===== src/rtl/tp_dataflow_ctrl_if.sv =====
// tp_dataflow_ctrl_if: handshake bundle between the frame controller, its two child blocks and the top level
// master: controller side (drives child starts, top-level status, frame_cnt, stall_err)
// slave : environment side (drives ap_start, child ready/done/blk)
interface tp_dataflow_ctrl_if #(parameter int CNT_W = 16);
  logic ap_start;
  logic ap_ready;
  logic ap_done;
  logic ap_idle;
  logic p0_ap_start;
  logic p0_ap_ready;
  logic p0_ap_done;
  logic p0_blk;
  logic p1_ap_start;
  logic p1_ap_ready;
  logic p1_ap_done;
  logic p1_blk;
  logic [CNT_W-1:0] frame_cnt;
  logic stall_err;
  modport master (
    input  ap_start, p0_ap_ready, p0_ap_done, p0_blk, p1_ap_ready, p1_ap_done, p1_blk,
    output ap_ready, ap_done, ap_idle, p0_ap_start, p1_ap_start, frame_cnt, stall_err
  );
  modport slave (
    output ap_start, p0_ap_ready, p0_ap_done, p0_blk, p1_ap_ready, p1_ap_done, p1_blk,
    input  ap_ready, ap_done, ap_idle, p0_ap_start, p1_ap_start, frame_cnt, stall_err
  );
endinterface


===== src/rtl/tp_dataflow_ctrl.sv =====
// tp_dataflow_ctrl: two-stage dataflow frame controller (producer p0, consumer p1) with optional stall watchdog
// Ports: ap_clk clock; ap_rst sync active-high reset; bus (tp_dataflow_ctrl_if.master) carries
//   ap_start/ap_ready/ap_done/ap_idle top-level handshake, pN_ap_start/pN_ap_ready/pN_ap_done/pN_blk
//   child handshakes, frame_cnt completed frames, stall_err sticky mutual-stall flag.
// Macro TP_DF_WATCHDOG_EN enables the mutual-stall watchdog; undefined ties stall_err to 0.
module tp_dataflow_ctrl #(
  parameter int STALL_LIMIT = 1024,
  parameter int CNT_W = 16
) (
  input logic ap_clk,
  input logic ap_rst,
  tp_dataflow_ctrl_if.master bus
);
  typedef enum logic [1:0] {IDLE, RUN, DONE} state_t;
  state_t state;
  logic acc0, acc1, dn0, dn1;
  logic [CNT_W-1:0] cnt;
  logic run, set0, set1, fin0, fin1;
  assign run  = state == RUN;
  assign set0 = run & ~acc0 & bus.p0_ap_ready;
  assign set1 = run & ~acc1 & bus.p1_ap_ready;
  // done flags as they will be after this edge, so the same-cycle done counts
  assign fin0 = dn0 | (run & bus.p0_ap_done);
  assign fin1 = dn1 | (run & bus.p1_ap_done);
  assign bus.p0_ap_start = run & ~acc0;
  assign bus.p1_ap_start = run & ~acc1;
  // pulse only on the cycle the second acceptance lands; suppressed while reset is applied
  assign bus.ap_ready  = ~ap_rst & (set0 | set1) & (acc0 | set0) & (acc1 | set1);
  assign bus.ap_done   = state == DONE;
  assign bus.ap_idle   = state == IDLE;
  assign bus.frame_cnt = cnt;
  always_ff @(posedge ap_clk) begin
    if (ap_rst) begin
      state <= IDLE;
      {acc0, acc1, dn0, dn1} <= '0;
      cnt <= '0;
    end else begin
      unique case (state)
        IDLE: state <= bus.ap_start ? RUN : IDLE;
        RUN: begin
          acc0 <= acc0 | set0;
          acc1 <= acc1 | set1;
          dn0 <= fin0;
          dn1 <= fin1;
          state <= (fin0 & fin1) ? DONE : RUN;
        end
        DONE: begin
          state <= IDLE;
          cnt <= cnt + 1'b1;
          {acc0, acc1, dn0, dn1} <= '0;
        end
        default: state <= IDLE;
      endcase
    end
  end
`ifdef TP_DF_WATCHDOG_EN
  localparam logic [15:0] LIMIT = 16'(STALL_LIMIT);
  logic [15:0] stall_cnt;
  logic err;
  always_ff @(posedge ap_clk) begin
    if (ap_rst) begin
      stall_cnt <= '0;
      err <= 1'b0;
    end else begin
      stall_cnt <= (run & bus.p0_blk & bus.p1_blk) ? ((stall_cnt == LIMIT) ? stall_cnt : stall_cnt + 16'd1) : '0;
      err <= err | (stall_cnt == LIMIT);
    end
  end
  assign bus.stall_err = err;
`else
  assign bus.stall_err = 1'b0;
`endif
endmodule


===== src/flat_wrapper.sv =====
// flat-port wrapper written by rule: the top's interface ports become plain ports
module tp_dataflow_ctrl_flat 
#(
  parameter int STALL_LIMIT = 1024,
  parameter int CNT_W = 16
)
  (ap_clk, ap_rst, bus_ap_start, bus_p0_ap_ready, bus_p0_ap_done, bus_p0_blk, bus_p1_ap_ready, bus_p1_ap_done, bus_p1_blk, bus_ap_ready, bus_ap_done, bus_ap_idle, bus_p0_ap_start, bus_p1_ap_start, bus_frame_cnt, bus_stall_err);
  tp_dataflow_ctrl_if #(.CNT_W(CNT_W)) bus_i ();
  input logic ap_clk;
  input logic ap_rst;
  input wire logic [$bits(bus_i.ap_start)-1:0] bus_ap_start;
  input wire logic [$bits(bus_i.p0_ap_ready)-1:0] bus_p0_ap_ready;
  input wire logic [$bits(bus_i.p0_ap_done)-1:0] bus_p0_ap_done;
  input wire logic [$bits(bus_i.p0_blk)-1:0] bus_p0_blk;
  input wire logic [$bits(bus_i.p1_ap_ready)-1:0] bus_p1_ap_ready;
  input wire logic [$bits(bus_i.p1_ap_done)-1:0] bus_p1_ap_done;
  input wire logic [$bits(bus_i.p1_blk)-1:0] bus_p1_blk;
  output wire logic [$bits(bus_i.ap_ready)-1:0] bus_ap_ready;
  output wire logic [$bits(bus_i.ap_done)-1:0] bus_ap_done;
  output wire logic [$bits(bus_i.ap_idle)-1:0] bus_ap_idle;
  output wire logic [$bits(bus_i.p0_ap_start)-1:0] bus_p0_ap_start;
  output wire logic [$bits(bus_i.p1_ap_start)-1:0] bus_p1_ap_start;
  output wire logic [$bits(bus_i.frame_cnt)-1:0] bus_frame_cnt;
  output wire logic [$bits(bus_i.stall_err)-1:0] bus_stall_err;
  assign bus_i.ap_start = bus_ap_start;
  assign bus_i.p0_ap_ready = bus_p0_ap_ready;
  assign bus_i.p0_ap_done = bus_p0_ap_done;
  assign bus_i.p0_blk = bus_p0_blk;
  assign bus_i.p1_ap_ready = bus_p1_ap_ready;
  assign bus_i.p1_ap_done = bus_p1_ap_done;
  assign bus_i.p1_blk = bus_p1_blk;
  assign bus_ap_ready = bus_i.ap_ready;
  assign bus_ap_done = bus_i.ap_done;
  assign bus_ap_idle = bus_i.ap_idle;
  assign bus_p0_ap_start = bus_i.p0_ap_start;
  assign bus_p1_ap_start = bus_i.p1_ap_start;
  assign bus_frame_cnt = bus_i.frame_cnt;
  assign bus_stall_err = bus_i.stall_err;
  tp_dataflow_ctrl #(.STALL_LIMIT(STALL_LIMIT), .CNT_W(CNT_W)) u_core (.ap_clk(ap_clk), .ap_rst(ap_rst), .bus(bus_i));
endmodule

===== config.mk =====
export PLATFORM = sky130hd
export DESIGN_NAME = tp_dataflow_ctrl_flat
export DESIGN_NICKNAME = d
export VERILOG_FILES = /design/src/rtl/tp_dataflow_ctrl_if.sv /design/src/rtl/tp_dataflow_ctrl.sv /design/src/flat_wrapper.sv
export SDC_FILE = /design/constraint.sdc
export NUM_CORES = 1
export LEC_CHECK = 0
export ABC_AREA = 1
export CORE_MARGIN = 1
export CORE_UTILIZATION = 35
export CTS_CLUSTER_DIAMETER = 30
export DETAILED_ROUTE_END_ITERATION = 7
export SYNTH_ARGS = -nofsm -noshare
export SYNTH_HDL_FRONTEND = slang
export SYNTH_SLANG_ARGS = --single-unit
export TNS_END_PERCENT = 30

===== constraint.sdc =====
create_clock -name ap_clk -period 1.8 [get_ports ap_clk]
set_clock_uncertainty 0.15 [all_clocks]
set_input_delay 0.45 -clock ap_clk [delete_from_list [all_inputs] [get_ports ap_clk]]
set_output_delay 0.45 -clock ap_clk [all_outputs]
set_load 0.03 [all_outputs]

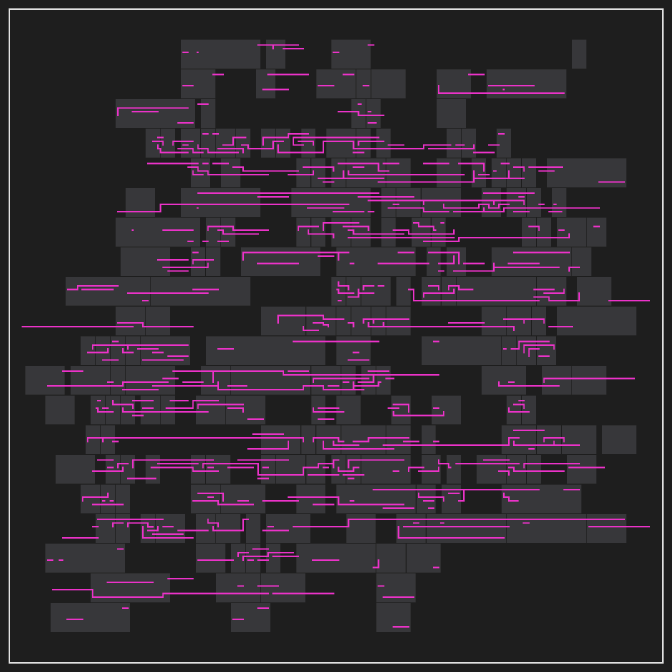
(images/met1.png)
Cells faint in the background.
194 nets have wire on it. The longest straight run is 25.3 microns. The layer holds 47% of the routed length. The layer carries 1140 microns of wire. The wires run mostly horizontal.

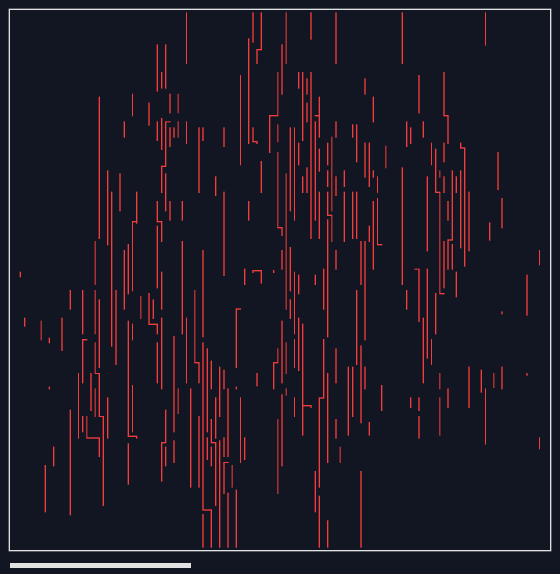
(images/met2.png)
The bar under the picture is 20 microns long.
The layer holds 48% of the routed length. The layer carries 1190 microns of wire.

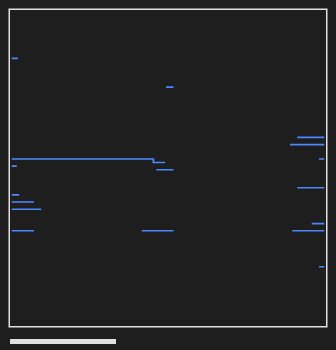
(images/met3.png)
The bar under the picture is 20 microns long.
The longest straight run is 26.7 microns. The layer carries 80.3 microns of wire.

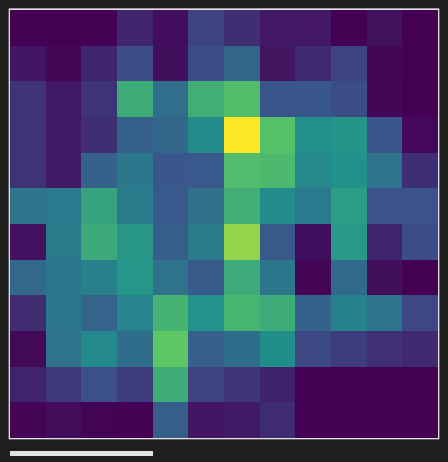
(images/wire_density.png)
The bar under the picture is 20 microns long. 12 x 12 tiles, from dark purple (low) to yellow (high), scaled to the fullest tile. Values are wire area over tile area, all layers added.
16% of the tiles are nearly empty. The fullest tile reaches 0.40. The densest ninth of the die: centre. The mean over all tiles is 0.11. 17% of the tiles are over half the peak.
vias: 1130
total global-route track usage: 15.1%

==> impl_metrics.csv <==
group,metric,value,unit
grt,use_met1,18.2,%
die,dieHeight,59.8,microns
yosys,ys_sh_aoi,9.52,%
setup_path,path_delay_family,"flip-flops",
power_and_ir_drop,sw_frac_of_total,23.1,%
die,tapcell.inserted,44,
yosys,yosys_area,0.00117,sq mm
yosys,top_cell,"nand2_1",
yosys,async_flop_share,0,%
sta,setup-violations-final,3,
die,row_count,20,
layout,seq_area_share,27.2,%
grt,grt_max_degree,16,
place,globalplace.congestion,0.820,
layout,post-route-util,52.5,%
die,fp_util,37.7,%
yosys,ys_cells,165,
setup_path,cp.required,1.20,ns
route,route.detailed.vias_per_inst,4.52,
yosys,ys_seq_share,37.6,%
die,io_pins,31,
yosys,synth_cell_types,26,
sta,report.final.slew_viol_count,0,
setup_path,critPathBufInv,4,
layout,final_cell_count_no_fill,250,
sta,max_freq,501,MHz
layout,area_dominant_class,"combinational gates",
yosys,synth-edff-count,0,
yosys,syn_inst,165,
layout,diodes,0,
sta,setup-tns-final,-0.382,ns
run,warning_count,33,
clock_tree,insertion_delay,0.33,ns
power_and_ir_drop,pg_seq,497,uW
setup_path,critPathLaunch,"u_core.state[1]",
sta,rsz0062_at_grt,"true",
layout,logic_area,654,sq um
yosys,largest_area_cell,"dfxtp_1",
yosys,syn_area,0.00117,sq mm
setup_path,slowest_delay,0.36,ns
worst_hold_path,hold_path.class,"register to register",
setup_path,worstSetupStartpointType,"register",
layout,fill_cells,303,
grt,grt-busiest-layer,"met2",
yosys,ys_top_logic_family,"simple AND/OR/NAND/NOR gates",
place,post_dp_cell_area,0.00158,sq mm
clock_tree,ctsHoldBuffers,0,
yosys,synth_warnings,0,
layout,drive_gt1_share,25.7,%
place,hpwlAfterDp,1930,microns
power_and_ir_drop,p_leak,0.763,nW
die,core,0.00310,sq mm
power_and_ir_drop,p_sw,230,uW
route,wl_met3,80,microns
setup_path,critical_path_arrival,1.40,ns
run_status,status,"finished, violations left",
yosys,avgSynthCellArea,7.09,sq um
clock_tree,cts.sinks,22,
route,wl_met1,1140,microns
power_and_ir_drop,combPwrFrac,11.0,%
power_and_ir_drop,ir_drop,0.000322,V
setup_path,crit_chain,"inv_4 > ha_4 > inv_4 > nor2_4 > nand3_2 > nand2_1 > nand2_1 > inv_2 > buf_6",
grt,grt_pass1_vias,955,
sta,post-route-period-util,111,%
sta,worst_slack,-0.195,ns
clock_tree,cts_root_buf,"clkbuf_4",
power_and_ir_drop,p_clk_share,39.2,%
yosys,simple_gate_share,36.5,%
yosys,ys_sh_adder,5.35,%
power_and_ir_drop,total_power,996,uW
setup_path,worstReg2RegStart,"u_core.state[0]",
layout,syn2layout_area_growth,39.1,%
layout,buffer_area_share,20.8,%
setup_path,crit_type,"register to primary output",
setup_path,slowest_stage,"dfxtp_2",
power_and_ir_drop,p_seq_share,49.9,%
worst_hold_path,hp-start,"u_core.dn0",
grt,met3_usage,3.25,%
grt,antenna_found_initial,0,
layout,final_cell_area,0.00163,sq mm
run_status,violations,"setup timing",
layout,seq_area,443,sq um
grt,overflow,0,
## sequential cells by signal, summed over array words and instances (netlist names)
register              flops
u_core.dn1                1
u_core.dn0                1
u_core.acc0               1
u_core.acc1               1
u_core.state              2
u_core.bus.frame_cnt     16
## final timing paths
kind,endpoint,cells past startpoint,slack [ns]
max,bus_ap_ready,9,-0.20
min,u_core.dn0,2,0.32
max reg2reg,u_core.bus.frame_cnt[15],9,0.12
min reg2reg,u_core.dn0,2,0.32
## placed cells by master, fill, tap and decap left out, drive strengths merged, types with 2 or more instances in the layout
cell type / instances
o21ai: 2
ha: 5
a211oi: 3
nand3: 11
a21oi: 13
clkbuf: 7
clkdlybuf4s50: 6
dfxtp: 22
dlygate4sd2: 9
nor2: 29
buf: 19
nand4: 2
clkdlybuf4s15: 3
inv: 21
nand2: 47
Power is estimated from default activity; no workload was simulated.
